--- src/rtl/twowire_host_engine_pkg.sv ---
// rtl/twowire_host_engine_pkg.sv - Two-Wire Debug command codes, FSM states and payload sizing
package twowire_host_engine_pkg;

    localparam logic [15:0] TWD_VERSION = 16'h0100;

    typedef enum logic [3:0] {
        CMD_DISCONNECT = 4'd0,
        CMD_R_IDCODE   = 4'd1,
        CMD_R_CSR      = 4'd2,
        CMD_W_CSR      = 4'd3,
        CMD_R_ADDR     = 4'd4,
        CMD_W_ADDR     = 4'd5,
        CMD_R_DATA     = 4'd7,
        CMD_R_BUFF     = 4'd8,
        CMD_W_DATA     = 4'd9
    } twd_cmd_e;

    typedef enum logic [3:0] {
        ST_IDLE, ST_START, ST_CMD, ST_CPAR, ST_WDATA, ST_WPAR,
        ST_TURN1, ST_RDATA, ST_RPAR, ST_TURN2, ST_DONE
    } twd_state_e;

    function automatic logic [5:0] twd_addr_bits(input int unsigned asize);
        return 6'(8 * (asize + 1));
    endfunction

    // Undefined codes fall through to zero length and frame like DISCONNECT.
    function automatic logic [5:0] twd_payload_len(input logic [3:0] cmd, input int unsigned asize);
        case (cmd)
            CMD_R_ADDR, CMD_W_ADDR:                   return twd_addr_bits(asize);
            CMD_R_IDCODE, CMD_R_CSR, CMD_W_CSR,
            CMD_R_DATA, CMD_R_BUFF, CMD_W_DATA:       return 6'd32;
            default:                                  return 6'd0;
        endcase
    endfunction

    function automatic logic twd_is_write(input logic [3:0] cmd);
        return (cmd == CMD_W_CSR) || (cmd == CMD_W_ADDR) || (cmd == CMD_W_DATA);
    endfunction

endpackage

--- src/rtl/twowire_host_engine_if.sv ---
// rtl/twowire_host_engine_if.sv - host request/response bundle for the Two-Wire host engine
interface twowire_host_engine_if #(
    parameter int W_CMD = 4
);
    logic             req_vld;
    logic             req_rdy;
    logic [W_CMD-1:0] req_cmd;
    logic [31:0]      req_wdata;
    logic             rsp_vld;
    logic [31:0]      rsp_rdata;
    logic             rsp_parity_err;

    modport master (
        output req_vld, req_cmd, req_wdata,
        input  req_rdy, rsp_vld, rsp_rdata, rsp_parity_err
    );

    modport slave (
        input  req_vld, req_cmd, req_wdata,
        output req_rdy, rsp_vld, rsp_rdata, rsp_parity_err
    );
endinterface

--- src/rtl/twowire_host_shifter.sv ---
// rtl/twowire_host_shifter.sv - payload register, LSB-byte-first/MSB-bit-first indexing, bit counter, running parity
module twowire_host_shifter (
    input  logic        clk,
    input  logic        drst_n,
    input  logic        i_load,
    input  logic [31:0] i_data,
    input  logic [5:0]  i_nbits,
    input  logic        i_shift_out,
    input  logic        i_shift_in,
    input  logic        i_din,
    output logic        o_bit,
    output logic        o_last,
    output logic        o_parity,
    output logic [31:0] o_data
);
    logic [31:0] r_data;
    logic [5:0]  r_cnt;
    logic        r_par;
    logic [1:0]  w_byte;
    logic [4:0]  w_idx;

    // Counter runs N-1..0; low bits give the MSB-first bit, high bits the byte walking up from byte 0.
    assign w_byte   = i_nbits[4:3] - 2'd1 - r_cnt[4:3];
    assign w_idx    = {w_byte, r_cnt[2:0]};
    assign o_bit    = r_data[w_idx];
    assign o_last   = (r_cnt == 6'd0);
    assign o_parity = r_par;
    assign o_data   = r_data;

    always_ff @(posedge clk or negedge drst_n) begin
        if (!drst_n) begin
            r_data <= '0;
            r_cnt  <= '0;
            r_par  <= 1'b0;
        end else if (i_load) begin
            r_data <= i_data;
            r_cnt  <= i_nbits - 6'd1;
            r_par  <= 1'b0;
        end else if (i_shift_out) begin
            r_par  <= r_par ^ o_bit;
            r_cnt  <= r_cnt - 6'd1;
        end else if (i_shift_in) begin
            r_data[w_idx] <= i_din;
            r_par  <= r_par ^ i_din;
            r_cnt  <= r_cnt - 6'd1;
        end
    end
endmodule

--- src/rtl/twowire_host_engine.sv ---
// rtl/twowire_host_engine.sv - probe-side Two-Wire Debug frame engine: FSM, host handshake, pad enables
module twowire_host_engine
    import twowire_host_engine_pkg::*;
#(
    parameter int W_CMD = 4,
    parameter int ASIZE = 0
) (
    input  logic                   clk,
    input  logic                   drst_n,
    input  logic                   bit_en,
    output logic                   dck_oe,
    output logic                   dio_o,
    output logic                   dio_oe,
    input  logic                   dio_i,
    twowire_host_engine_if.slave   host,
    output logic                   busy
);
    localparam int CW = (W_CMD > 1) ? $clog2(W_CMD) : 1;

    twd_state_e      r_state, w_next;
    logic [W_CMD-1:0] r_cmd;
    logic [CW-1:0]   r_cmd_cnt;
    logic [5:0]      r_nbits;
    logic            r_write;
    logic            r_pmis;
    logic [31:0]     r_rdata;
    logic            r_perr;

    logic            w_accept;
    logic [5:0]      w_req_len;
    logic            w_req_wr;
    logic            w_sh_bit, w_sh_last, w_sh_par;
    logic [31:0]     w_sh_data;

    assign w_accept  = (r_state == ST_IDLE) && host.req_vld;
    assign w_req_len = twd_payload_len(4'(host.req_cmd), ASIZE);
    assign w_req_wr  = twd_is_write(4'(host.req_cmd));

    twowire_host_shifter u_shifter (
        .clk        (clk),
        .drst_n     (drst_n),
        .i_load     (w_accept),
        .i_data     (w_req_wr ? host.req_wdata : 32'd0),
        .i_nbits    (w_accept ? w_req_len : r_nbits),
        .i_shift_out(r_state == ST_WDATA && bit_en),
        .i_shift_in (r_state == ST_RDATA && bit_en),
        .i_din      (dio_i),
        .o_bit      (w_sh_bit),
        .o_last     (w_sh_last),
        .o_parity   (w_sh_par),
        .o_data     (w_sh_data)
    );

    always_ff @(posedge clk or negedge drst_n) begin
        if (!drst_n) r_state <= ST_IDLE;
        else         r_state <= w_next;
    end

    always_comb begin
        w_next = r_state;
        case (r_state)
            ST_IDLE:  if (host.req_vld) w_next = ST_START;
            ST_START: if (bit_en) w_next = ST_CMD;
            ST_CMD:   if (bit_en && r_cmd_cnt == '0) w_next = ST_CPAR;
            ST_CPAR:  if (bit_en) w_next = (r_nbits == 6'd0) ? ST_DONE :
                                           (r_write ? ST_WDATA : ST_TURN1);
            ST_WDATA: if (bit_en && w_sh_last) w_next = ST_WPAR;
            ST_WPAR:  if (bit_en) w_next = ST_DONE;
            ST_TURN1: if (bit_en) w_next = ST_RDATA;
            ST_RDATA: if (bit_en && w_sh_last) w_next = ST_RPAR;
            ST_RPAR:  if (bit_en) w_next = ST_TURN2;
            ST_TURN2: if (bit_en) w_next = ST_DONE;
            ST_DONE:  w_next = ST_IDLE;
            default:  w_next = ST_IDLE;
        endcase
    end

    always_comb begin
        dio_o               = 1'b0;
        dio_oe              = 1'b0;
        dck_oe              = 1'b1;
        host.rsp_vld        = 1'b0;
        case (r_state)
            ST_IDLE:  dck_oe = 1'b0;
            ST_DONE:  begin dck_oe = 1'b0; host.rsp_vld = 1'b1; end
            ST_START: begin dio_oe = 1'b1; dio_o = 1'b1;               end
            ST_CMD:   begin dio_oe = 1'b1; dio_o = r_cmd[r_cmd_cnt];   end
            ST_CPAR:  begin dio_oe = 1'b1; dio_o = ^r_cmd;             end
            ST_WDATA: begin dio_oe = 1'b1; dio_o = w_sh_bit;           end
            ST_WPAR:  begin dio_oe = 1'b1; dio_o = w_sh_par;           end
            default:  ;
        endcase
    end

    // Read results are published on entry to DONE so rsp_rdata never moves ahead of rsp_vld.
    always_ff @(posedge clk or negedge drst_n) begin
        if (!drst_n) begin
            r_cmd     <= '0;
            r_cmd_cnt <= '0;
            r_nbits   <= '0;
            r_write   <= 1'b0;
            r_pmis    <= 1'b0;
            r_rdata   <= '0;
            r_perr    <= 1'b0;
        end else begin
            if (w_accept) begin
                r_cmd     <= host.req_cmd;
                r_cmd_cnt <= CW'(W_CMD - 1);
                r_nbits   <= w_req_len;
                r_write   <= w_req_wr;
                r_pmis    <= 1'b0;
            end
            if (r_state == ST_CMD && bit_en)
                r_cmd_cnt <= r_cmd_cnt - CW'(1);
            if (r_state == ST_RPAR && bit_en)
                r_pmis <= dio_i ^ w_sh_par;
            if (r_state == ST_TURN2 && bit_en) begin
                r_rdata <= w_sh_data;
                r_perr  <= r_pmis;
            end else if ((r_state == ST_CPAR || r_state == ST_WPAR) && w_next == ST_DONE) begin
                r_perr  <= 1'b0;
            end
        end
    end

    assign host.req_rdy        = (r_state == ST_IDLE);
    assign host.rsp_rdata      = r_rdata;
    assign host.rsp_parity_err = r_perr;
    assign busy                = (r_state != ST_IDLE);
endmodule

--- src/flat_wrapper.sv ---
// flat-port wrapper written by rule: the top's interface ports become plain ports
module twowire_host_engine_flat import twowire_host_engine_pkg::*;
#(
    parameter int W_CMD = 4,
    parameter int ASIZE = 0
)
  (clk, drst_n, bit_en, dck_oe, dio_o, dio_oe, dio_i, busy, host_req_vld, host_req_cmd, host_req_wdata, host_req_rdy, host_rsp_vld, host_rsp_rdata, host_rsp_parity_err);
  twowire_host_engine_if #(.W_CMD(W_CMD)) host_i ();
  input  logic clk;
  input  logic drst_n;
  input  logic bit_en;
  output logic dck_oe;
  output logic dio_o;
  output logic dio_oe;
  input  logic dio_i;
  output logic busy;
  input wire logic [$bits(host_i.req_vld)-1:0] host_req_vld;
  input wire logic [$bits(host_i.req_cmd)-1:0] host_req_cmd;
  input wire logic [$bits(host_i.req_wdata)-1:0] host_req_wdata;
  output wire logic [$bits(host_i.req_rdy)-1:0] host_req_rdy;
  output wire logic [$bits(host_i.rsp_vld)-1:0] host_rsp_vld;
  output wire logic [$bits(host_i.rsp_rdata)-1:0] host_rsp_rdata;
  output wire logic [$bits(host_i.rsp_parity_err)-1:0] host_rsp_parity_err;
  assign host_i.req_vld = host_req_vld;
  assign host_i.req_cmd = host_req_cmd;
  assign host_i.req_wdata = host_req_wdata;
  assign host_req_rdy = host_i.req_rdy;
  assign host_rsp_vld = host_i.rsp_vld;
  assign host_rsp_rdata = host_i.rsp_rdata;
  assign host_rsp_parity_err = host_i.rsp_parity_err;
  twowire_host_engine #(.W_CMD(W_CMD), .ASIZE(ASIZE)) u_core (.clk(clk), .drst_n(drst_n), .bit_en(bit_en), .dck_oe(dck_oe), .dio_o(dio_o), .dio_oe(dio_oe), .dio_i(dio_i), .host(host_i), .busy(busy));
endmodule
--- config.mk ---
export PLATFORM = sky130hd
export DESIGN_NAME = twowire_host_engine_flat
export DESIGN_NICKNAME = d
export VERILOG_FILES = /design/src/rtl/twowire_host_engine_pkg.sv /design/src/rtl/twowire_host_engine_if.sv /design/src/rtl/twowire_host_shifter.sv /design/src/rtl/twowire_host_engine.sv /design/src/flat_wrapper.sv
export SDC_FILE = /design/constraint.sdc
export NUM_CORES = 1
export LEC_CHECK = 0
export ABC_AREA = 1
export CORE_MARGIN = 2
export CORE_UTILIZATION = 55
export CTS_CLUSTER_SIZE = 8
export DETAILED_ROUTE_END_ITERATION = 8
export GPL_TIMING_DRIVEN = 1
export PLACE_DENSITY = 0.8
export SYNTH_ARGS = -nofsm -noshare
export SYNTH_HDL_FRONTEND = slang
export SYNTH_SLANG_ARGS = --single-unit
--- constraint.sdc ---
create_clock -name clk -period 4.8 [get_ports clk]
set_clock_uncertainty 0.05 [all_clocks]
set_input_delay 0.96 -clock clk [delete_from_list [all_inputs] [get_ports clk]]
set_output_delay 0.96 -clock clk [all_outputs]
set_load 0.1 [all_outputs]
==> Flow_metrics.wiki, run 1 <==
=== Physical design figures ===
{| class="wikitable"
! Metric !! Value
|-
| Result of the run || completed
|-
| Crit path arrival time || ~3300 ps
|-
| Hold-fix buffers, CTS || 0
|-
| Most heavily used metal layer in global routing || met2
|-
| Clk_lat worst skew || 360 ps
|-
| Transition time at the pin with the least slew margin || approximately 1000 ps
|-
| Per-cell routed wire length || approximately 14 µm
|-
| Mapped Cells || slightly below 700
|-
| Top-count cell post-synth || sky130_fd_sc_hd__nand2_1
|-
| Antenna diode instance count || 0
|-
| Setup repair after global routing missed its margin || false
|-
| Top cells by area || sky130_fd_sc_hd__dfrtp_1 (46%), sky130_fd_sc_hd__nand2_1 (21%), sky130_fd_sc_hd__o21ai_0 (6.7%)
|-
| Register-to-register setup slack || approximately 2000 ps
|-
| Port Buffer Count || slightly below 80
|-
| Yosys synthesis chip area || roughly 4900 µm²
|-
| Hold slack final || 423.1 ps
|-
| Number of setup buffers added after CTS || 0
|-
| Non-Clock Buffer Area Fraction || between 10% and 20%
|-
| Clock-pin slew on the worst setup and hold paths || approximately 90 ps
|-
| Met2 layer wire length in the routed design || 5782 µm
|-
| Hold path startpoint || u_core.r_nbits[2]
|-
| Total of max-cap violations || 0
|-
| Biggest area consumer among cell classes || combinational gates
|-
| Cell Type Count || 35
|-
| Starting utilization of the core area || a little under three fifths
|-
| DRC violation count after routing || 0
|-
| Classification of the worst setup path || input pin to output port
|-
| Fmax achieved || 0.2299 GHz
|-
| Via density || roughly 5.3
|-
| Length in cells of the worst reg-to-reg path || 13
|-
| Portion of the post-synthesis area used by sequential elements || 45.85%
|-
| Setup total negative slack || 0 ps
|-
| Wire length on met3 || just under 700 µm
|-
| Critical Path End Type || output port
|-
| Logic share of the area || approximately two fifths
|-
| Clk Tree Root Cell || sky130_fd_sc_hd__clkbuf_8
|-
| Main combinational cell family by area after synthesis || simple AND/OR/NAND/NOR gates
|-
| Post-synthesis cell type with the largest combined area || sky130_fd_sc_hd__dfrtp_1
|-
| Setup Viol. Count Final || 0
|-
| Syn-to-layout area delta || 21.32%
|-
| Hold Path Depth || 2
|-
| Vias in the first global route || ~4,400
|-
| Worst min path class || flop to flop
|-
| Relative max-transition margin || between 30% and 40%
|-
| Highest metal used || met4
|-
| # Taps || between 100 and 150
|-
| Parity-gate share of the synthesized area counting xor and xnor cells || approximately 1.2%
|-
| Initial antenna violation count || 0
|-
| Initial DRT Pass Iterations || 5
|-
| Number of failing hold endpoints at the final stage || 0
|-
| Pin count of the biggest net entering global routing || about 63
|-
| Aggregate routed wire length || around 13,000 µm
|}
## run 1: metrics by stage
stage	instance area, µm²	setup slack, ps	util [%]	instances
floorplan	4921	80.53	-	685
global placement	5768	487.3	66.46	851
detailed placement	5768	446.4	66.46	851
CTS	5959	442.8	68.67	867
global route	5959	256.7	68.67	867
finish	5959	449.7	68.67	867
## run 1: placed cells by master, fill, tap and decap left out, types with 4 or more instances in the layout
cell                              instances
sky130_fd_sc_hd__o21ai_0                 65
sky130_fd_sc_hd__o22ai_1                  4
sky130_fd_sc_hd__nand3_1                 28
sky130_fd_sc_hd__clkdlybuf4s50_1         77
sky130_fd_sc_hd__inv_2                   11
sky130_fd_sc_hd__nand2_1                276
sky130_fd_sc_hd__inv_6                    4
sky130_fd_sc_hd__nand2_2                  6
sky130_fd_sc_hd__nand4_1                  7
sky130_fd_sc_hd__buf_4                    4
sky130_fd_sc_hd__o21ai_1                 27
sky130_fd_sc_hd__xnor2_1                  4
sky130_fd_sc_hd__nor2_4                   4
sky130_fd_sc_hd__dfrtp_1                 90
sky130_fd_sc_hd__inv_1                   62
sky130_fd_sc_hd__nor2_1                  33
sky130_fd_sc_hd__clkbuf_8                10
sky130_fd_sc_hd__nor2_2                   9
sky130_fd_sc_hd__a21oi_1                  7
## run 1: critical path: stages
cell and delay (ps):
sky130_fd_sc_hd__clkdlybuf4s50_1 510, sky130_fd_sc_hd__nand2_4 60, sky130_fd_sc_hd__inv_2 120, sky130_fd_sc_hd__o21ai_1 120
sky130_fd_sc_hd__o21a_1 140, sky130_fd_sc_hd__ha_1 470, sky130_fd_sc_hd__inv_1 230, sky130_fd_sc_hd__nand3_1 150
sky130_fd_sc_hd__nand2_1 50, sky130_fd_sc_hd__nand2_1 70, sky130_fd_sc_hd__nand2_1 90, sky130_fd_sc_hd__o21ai_2 170
sky130_fd_sc_hd__buf_12 200
## run 1: worst max path at each step
stage / end / start / slack [ps] / cells after the start
floorplan: dio_o / u_core.r_state[3] / 80 / 15
global placement: dio_o / host_req_vld / 490 / 13
detailed placement: dio_o / host_req_vld / 450 / 13
CTS: dio_o / host_req_vld / 440 / 13
global route: dio_o / host_req_vld / 260 / 13
finish: dio_o / host_req_vld / 450 / 13
## run 1: flip-flops by register name, summed over array words and instances, names as in the netlist
| signal | cells |
|---|---|
| u_core.host.rsp_rdata | 32 |
| u_core.u_shifter.o_data | 32 |
| u_core.r_nbits | 6 |
| u_core.u_shifter.r_cnt | 6 |
| u_core.r_cmd | 4 |
| u_core.r_state | 4 |
| u_core.r_cmd_cnt | 2 |
| u_core.host.rsp_parity_err | 1 |
| u_core.r_pmis | 1 |
| u_core.r_write | 1 |
| u_core.u_shifter.o_parity | 1 |
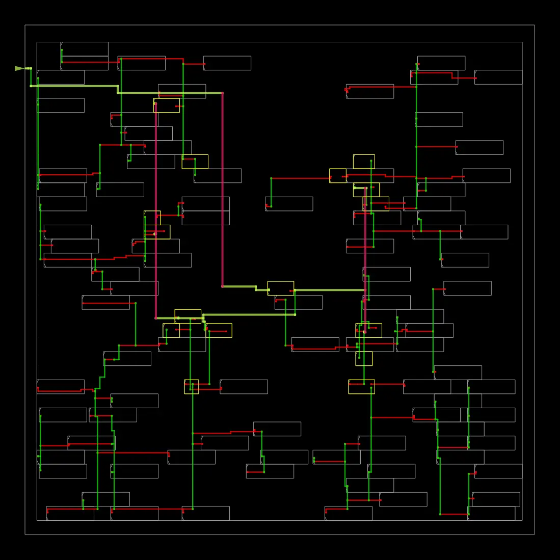
Figure 1: run 1, clock routing.
cts bufs inserted: 9
count of clock buffers in the final design: 10
sequential cell count of the final layout: 90
CTS sink count: 90

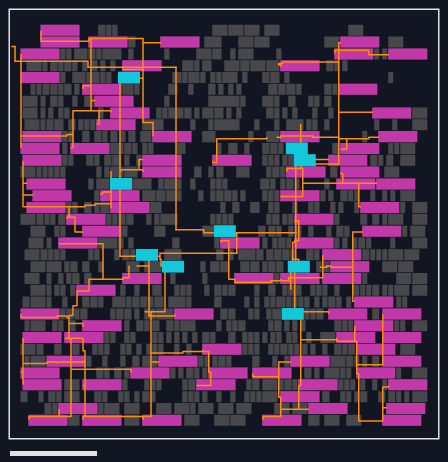
Figure 2: run 1, clock distribution.
Scale bar: 20 µm.
Cyan marks clock drivers, count 9. Orange marks clock wires, length 1,110 µm. Magenta marks flip-flops, count 90.
There are 10 routed clock nets. Position of the flops: widely spread.

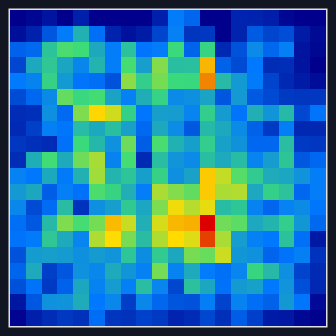
Figure 3: run 1, wiring heat map.
20 x 20 tiles, from dark blue (low) to red (high), scaled to the fullest tile. Values are wire area over tile area, all layers added.
The emptiest ninth of the die: north-east. 14% of the tiles are over half the peak. 4.5% of the tiles are nearly empty. The densest ninth of the die: center. The fullest tile reaches 0.67.

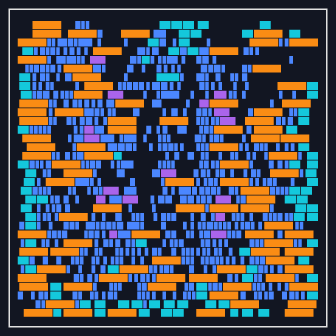
Figure 4: run 1, placed cells, one color a class.
Orange marks flops, cells 90, share of their area 39%. Purple marks clock drivers and dummy loads, cells 16, share of their area 3.3%. Cyan marks other buffers and delay cells, cells 82, share of their area 14%. Blue marks combinational and other logic, cells 571, share of their area 44%.

==> run 2, diff against run 1 <==
--- a/config.mk
+++ b/config.mk
@@ -5,7 +5,7 @@
 export SDC_FILE = /design/constraint.sdc
 export NUM_CORES = 1
 export LEC_CHECK = 0
-export ABC_AREA = 1
+export ABC_AREA = 0
 export CORE_MARGIN = 2
 export CORE_UTILIZATION = 55
 export CTS_CLUSTER_SIZE = 8
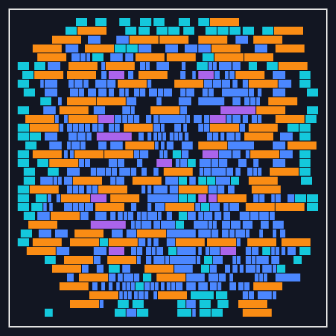
Figure 5: run 2, placed cells, one color a class.
Purple marks clock drivers and dummy loads, cells 14, share of their area 3.9%. Blue marks combinational and other logic, cells 373, share of their area 42%. Orange marks flops, cells 90, share of their area 38%. Cyan marks other buffers and delay cells, cells 101, share of their area 16%.
Post-Route Utilization: 70.54%
number of rows in the core area: 34
Finished Cell Area: 6062 µm²

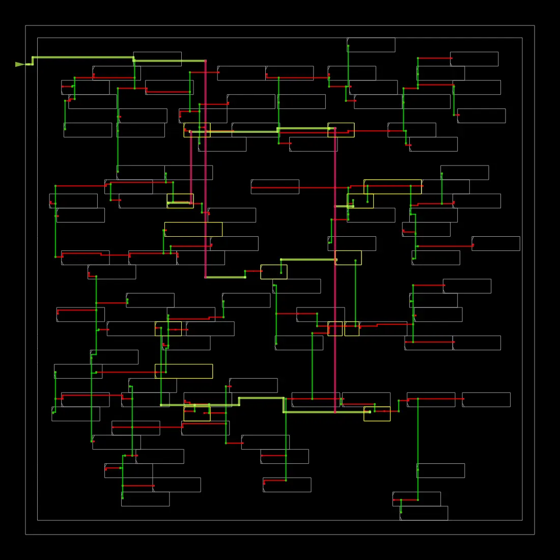
Figure 6: run 2, clock routing.
clk_lat worst skew: 360 ps
count of clock buffers in the final design: 9

==> Flow_metrics.wiki, run 2 <==
=== Physical design figures ===
{| class="wikitable"
! Metric !! Value
|-
| Pin count of the biggest net entering global routing || 55
|-
| Post-synthesis cell type with the largest combined area || sky130_fd_sc_hd__dfrtp_1
|-
| DRC violation count after routing || 0
|-
| Placed cells || 667
|-
| Port Buffer Count || between 70 and 80
|-
| Crit path arrival time || around 3800 ps
|-
| Placed cell areas || 5762 µm²
|-
| Cts bufs inserted || 9
|-
| Classification of the worst setup path || input pin to output port
|-
| Top-count cell post-synth || sky130_fd_sc_hd__dfrtp_1
|-
| Register-to-register setup slack || 1540 ps
|-
| Vias in the first global route || 4,020
|-
| Initial DRT Pass Iterations || 5
|-
| Fmax achieved || between 0.2 and 0.25 GHz
|-
| Antenna violation net count after detailed routing || 0
|-
| Startpoint types || input pin
|-
| Relative max-transition margin || about a third
|-
| Setup Viol. Count Final || 0
|-
| Via density || just over 6
|-
| Clk Tree Root Cell || sky130_fd_sc_hd__clkbuf_8
|-
| Starting utilization of the core area || between 50% and 60%
|-
| Most common logic cells in the final layout || sky130_fd_sc_hd__dfrtp_1 (90), sky130_fd_sc_hd__clkdlybuf4s50_1 (76), sky130_fd_sc_hd__nand2_1 (69)
|-
| Biggest cell delay along the critical path || approximately 530 ps
|-
| Post-detailed-placement half-perimeter wirelength || approximately 8600 µm
|-
| Clock-pin slew on the worst setup and hold paths || approximately 80 ps
|-
| Number of H-tree branching levels || 3
|-
| Critical Path End Type || output port
|-
| Number of failing hold endpoints at the final stage || 0
|-
| Cell with the biggest individual delay on the critical path || sky130_fd_sc_hd__clkdlybuf4s50_1
|-
| Hold slack final || 438.0 ps
|-
| Syn Nets || between 500 and 600
|-
| Per-cell routed wire length || about 19 µm
|-
| Critical path buffer and inverter count || 4
|-
| Hold Path Depth || 2
|-
| Top cells by area || sky130_fd_sc_hd__dfrtp_1 (47%), sky130_fd_sc_hd__mux2_2 (8.4%), sky130_fd_sc_hd__nand2_1 (5.5%)
|-
| Cells along the critical path || clkdlybuf4s50_1 -> inv_1 -> nor3_1 -> nand2_1 -> nand2_2 -> ha_4 -> xor2_2 -> o311a_1 -> buf_4 -> o31ai_1 -> a31oi_2 -> o211ai_1 -> a21oi_4 -> buf_12
|-
| Total of max-cap violations || 0
|-
| Hold path startpoint || u_core.r_pmis
|-
| CTS sink count || 90
|-
| Initial antenna violation count || 0
|-
| Top cell excl fill/tap || sky130_fd_sc_hd__dfrtp_1
|-
| Worst min path class || flop to flop
|-
| Antenna diode instance count || 0
|-
| Yosys synthesis chip area || slightly below 5000 µm²
|-
| Cell Type Count || 54
|-
| Fin cells || 686
|-
| Syn-to-layout area delta || 25.91%
|-
| Result of the run || completed
|}
-- run 2: layer usage --
layer / global-route usage [%] / part of all wire (%) / vias to the layer above
met5: 0 / 0 / -
met4: 8.440 / 2.0 / 0
met3: 6.187 / 7.9 / 29
met2: 40.32 / 47 / 206
met1: 38.69 / 43 / 2079
li1: - / - / 1953
-- run 2: per-stage QoR --
step | setup WS [ps] | setup TNS [ps]
global route | -104.5 | -104.5
floorplan | -366.9 | -366.9
finish | 43.91 | 0
detailed placement | -15.85 | -15.85
CTS | 6.856 | 0
global placement | 128.5 | 0
-- run 2: final cells by class --
cell class / instances / area, µm² / share of cell area, %
Clock inverter: 5 / 105.1 / 1.734
Timing Repair Buffer: 101 / 965.9 / 15.93
Inverter: 5 / 18.77 / 0.3096
Tap cell: 108 / 135.1 / 2.229
Sequential cell: 90 / 2252 / 37.15
Multi-Input combinational cell: 368 / 2461 / 40.60
Clock buffer: 9 / 123.9 / 2.043
-- run 2: how the worst max path moves through the flow --
stage                            startpoint  endpoint  slack [ps]  depth (start not counted)
after global placement         host_req_vld     dio_o         130                         13
after floorplan           u_core.r_state[0]     dio_o        -370                         14
after detailed placement       host_req_vld     dio_o         -20                         13
after global routing        host_req_cmd[2]     dio_o        -100                         14
after CTS                      host_req_vld     dio_o           7                         13
final                       host_req_cmd[2]     dio_o          40                         14
-- run 2: cell families after synthesis --
logic type	share of synthesized area, %
muxes	12.01
AOI/OAI and AO/OA	19.05
buffers and inverters	3.586
and+or+nand+nor	16.16
xor gates and xnor gates	1.637
adders and majority gates	0.7797
DFF	46.78
-- run 2: worst reg2reg max path, delay by kind of cell (launching register included) --
family | cells | cell delay (ps)
and+or+nand+nor | 6 | 1570
DFF | 1 | 600
AOI/OAI and AO/OA | 3 | 630
adders and majority gates | 1 | 140
xor gates and xnor gates | 1 | 180
-- run 2: repair_timing --
action | in CTS | in global routing
pin swaps | 0 | 7
hold buffers | 0 | 0
setup buffers | 0 | 5
resized | 1 | 6
endpoints found under the setup margin | 1 | 1
==> run 3, diff against run 2 <==
--- a/config.mk
+++ b/config.mk
@@ -6,8 +6,10 @@
 export NUM_CORES = 1
 export LEC_CHECK = 0
 export ABC_AREA = 0
+export CAP_MARGIN = 20
 export CORE_MARGIN = 2
 export CORE_UTILIZATION = 55
+export CTS_CLUSTER_DIAMETER = 200
 export CTS_CLUSTER_SIZE = 8
 export DETAILED_ROUTE_END_ITERATION = 8
 export GPL_TIMING_DRIVEN = 1
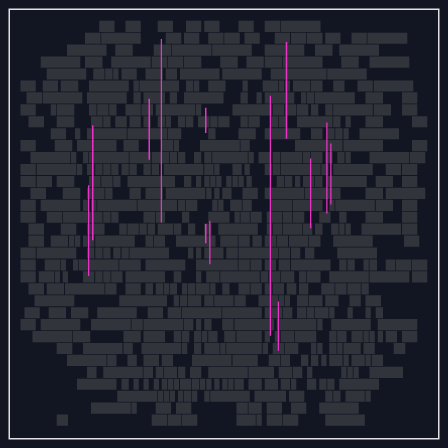
Figure 7: run 3, M4 wires.
The layer holds 2.0% of the routed length. The wires run mostly vertical.
aggregate routed wire length: 12,730 µm
number of vias in the routed layout: 4,267

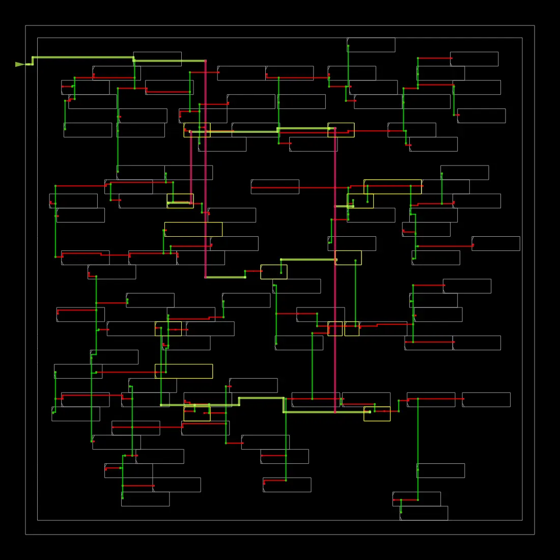
Figure 8: run 3, clock routing.

==> Flow_metrics.wiki, run 3 <==
=== Physical design figures ===
{| class="wikitable"
! Metric !! Value
|-
| Pin count of the biggest net entering global routing || about 55
|-
| Fmax achieved || 0.2103 GHz
|-
| Post-detailed-placement half-perimeter wirelength || approximately 8600 µm
|-
| Starting utilization of the core area || 56.03%
|-
| Portion of the post-synthesis area used by sequential elements || a little under half
|-
| CTS sink count || 90
|-
| Die outline area || approximately 9500 µm²
|-
| Initial antenna violation count || 0
|-
| Cts bufs inserted || 9
|-
| Clk_lat worst skew || roughly 360 ps
|-
| Initial DRT Pass Iterations || 5
|-
| Number of H-tree branching levels || 3
|-
| Number of nets in the layout || between 600 and 700
|-
| Relative max-transition margin || around a third
|-
| Yosys synthesis chip area || around 4800 µm²
|-
| Die height || between 90 and 100 µm
|-
| Flip-flops with a built-in enable || 0
|-
| Setup crit end || dio_o
|-
| Category of cells accounting for the largest share of critical-path delay || buffers and inverters
|-
| Number of I/O pins || 80
|-
| Top-count cell post-synth || sky130_fd_sc_hd__dfrtp_1
|-
| Antenna diode instance count || 0
|-
| Proportion of layout cells with a drive suffix above 1 || 16.78%
|-
| Critical path buffer and inverter count || 4
|-
| Placed cells || 667
|-
| Cell with the biggest individual delay on the critical path || sky130_fd_sc_hd__clkdlybuf4s50_1
|-
| Syn-to-layout area delta || 25.91%
|-
| Fin cells || between 600 and 700
|-
| Worst min path class || flop to flop
|-
| Post-place setup slack || -15.85 ps
|-
| Post-synthesis cell type with the largest combined area || sky130_fd_sc_hd__dfrtp_1
|-
| Final weighted congestion in routability-driven placement || around 0.85
|-
| Mapped Cells || 499
|-
| Top cells by area || sky130_fd_sc_hd__dfrtp_1 (47%), sky130_fd_sc_hd__mux2_2 (8.4%), sky130_fd_sc_hd__nand2_1 (5.5%)
|-
| Clock-pin slew on the worst setup and hold paths || around 80 ps
|-
| Clk Tree Root Cell || sky130_fd_sc_hd__clkbuf_8
|-
| DRC violation count after routing || 0
|-
| Length in cells of the worst reg-to-reg path || 11
|-
| Cell count listed in synth_stat.txt || around 500
|-
| Critical Path End Type || output port
|-
| Port Buffer Count || around 79
|-
| Antenna violation net count after detailed routing || 0
|-
| Vias in the first global route || approximately 4,000
|-
| Via density || about 6.2
|-
| Transition time at the pin with the least slew margin || 982.9 ps
|-
| Syn Nets || roughly 540
|-
| First DRT Iteration DRCs || between 300 and 400
|-
| Hold Path Depth || 2
|-
| Per-cell routed wire length || 18.56 µm
|-
| Setup total negative slack || 0 ps
|-
| Crit path arrival time || between 3000 and 4000 ps
|-
| Number of failing hold endpoints at the final stage || 0
|-
| Finished Cell Area || between 6000 and 7000 µm²
|-
| Placed cell areas || 5762 µm²
|-
| Reg2Reg Capture Point || u_core.u_shifter.o_data[19]
|-
| Result of the run || completed
|-
| Most common logic cells in the final layout || sky130_fd_sc_hd__dfrtp_1 (90), sky130_fd_sc_hd__clkdlybuf4s50_1 (76), sky130_fd_sc_hd__nand2_1 (69)
|-
| Slack of the critical path || 43.91 ps
|-
| TritonCTS clock tree || built
|-
| Total of max-cap violations || 0
|-
| Classification of the worst setup path || input pin to output port
|-
| Number of rows in the core area || 34
|-
| Worst setup path start || host_req_cmd[2]
|-
| Post-Route Utilization || a little over two thirds
|-
| Startpoint types || input pin
|-
| Max-area cell share || around 47%
|-
| Biggest cell delay along the critical path || roughly 530 ps
|-
| Register-to-register setup slack || around 1500 ps
|-
| Cells along the critical path || clkdlybuf4s50_1 -> inv_1 -> nor3_1 -> nand2_1 -> nand2_2 -> ha_4 -> xor2_2 -> o311a_1 -> buf_4 -> o31ai_1 -> a31oi_2 -> o211ai_1 -> a21oi_4 -> buf_12
|-
| Log Warnings || 27
|-
| Setup Viol. Count Final || 0
|-
| Prevailing post-synth register cell || sky130_fd_sc_hd__dfrtp_1
|-
| Crit. path cell count || 14
|-
| Cell Type Count || 54
|-
| Top cell excl fill/tap || sky130_fd_sc_hd__dfrtp_1
|}
run 3: logic make-up (layout without fill, tap and decap cells):
logic type | after synthesis | in the layout | synth area share [%]
AOI/OAI and AO/OA | 147 | 147 | 19.05
xor gates and xnor gates | 9 | 9 | 1.637
adders and majority gates | 3 | 3 | 0.7797
buffers and inverters | 41 | 120 | 3.586
DFF | 90 | 90 | 46.78
muxes | 47 | 47 | 12.01
and+or+nand+nor | 162 | 162 | 16.16
run 3: area by class of cell:
cell class / count / area [µm²]
Timing Repair Buffer: 101 / 965.9
Tap cell: 108 / 135.1
Multi-Input combinational cell: 368 / 2461
Clock buffer: 9 / 123.9
Inverter: 5 / 18.77
Fill cell: 622 / 2531
Clock inverter: 5 / 105.1
Sequential cell: 90 / 2252
run 3: what timing repair did:
item / CTS / global route
buffers inserted: 0 / 5
endpoints found under the setup margin: 1 / 1
pin swaps: 0 / 7
resized: 1 / 6
hold buffers: 0 / 0
gates cloned: 0 / 0
run 3: tightest hold or removal path, cell delays in order (launching register included):
cell                      delay, ps
sky130_fd_sc_hd__dfrtp_1        350
sky130_fd_sc_hd__nand2_1         50
sky130_fd_sc_hd__o21ai_0         60
run 3: routing by layer:
metal,GRT usage (%),wire length [µm],up-vias,part of all wire [%]
li1,-,-,1953,-
met1,38.69,5495,2079,43
met2,40.32,5970,206,47
met3,6.187,1007,29,7.9
met4,8.440,257,0,2.0
met5,0,0,-,0
run 3: per-stage QoR:
step	hold slack, ps
2_1_floorplan	399.5
3_3_place_gp	414.5
3_5_place_dp	419.9
4_1_cts	438.5
5_1_grt	458.9
6_report	438.0
run 3: how the worst min path moves through the flow:
stage | endpoint | startpoint
CTS | u_core.host.rsp_parity_err | u_core.r_pmis
global route | u_core.r_nbits[2] | u_core.r_nbits[2]
detailed placement | u_core.host.rsp_parity_err | u_core.r_pmis
floorplan | u_core.host.rsp_parity_err | u_core.r_pmis
finish | u_core.host.rsp_parity_err | u_core.r_pmis
global placement | u_core.host.rsp_parity_err | u_core.r_pmis
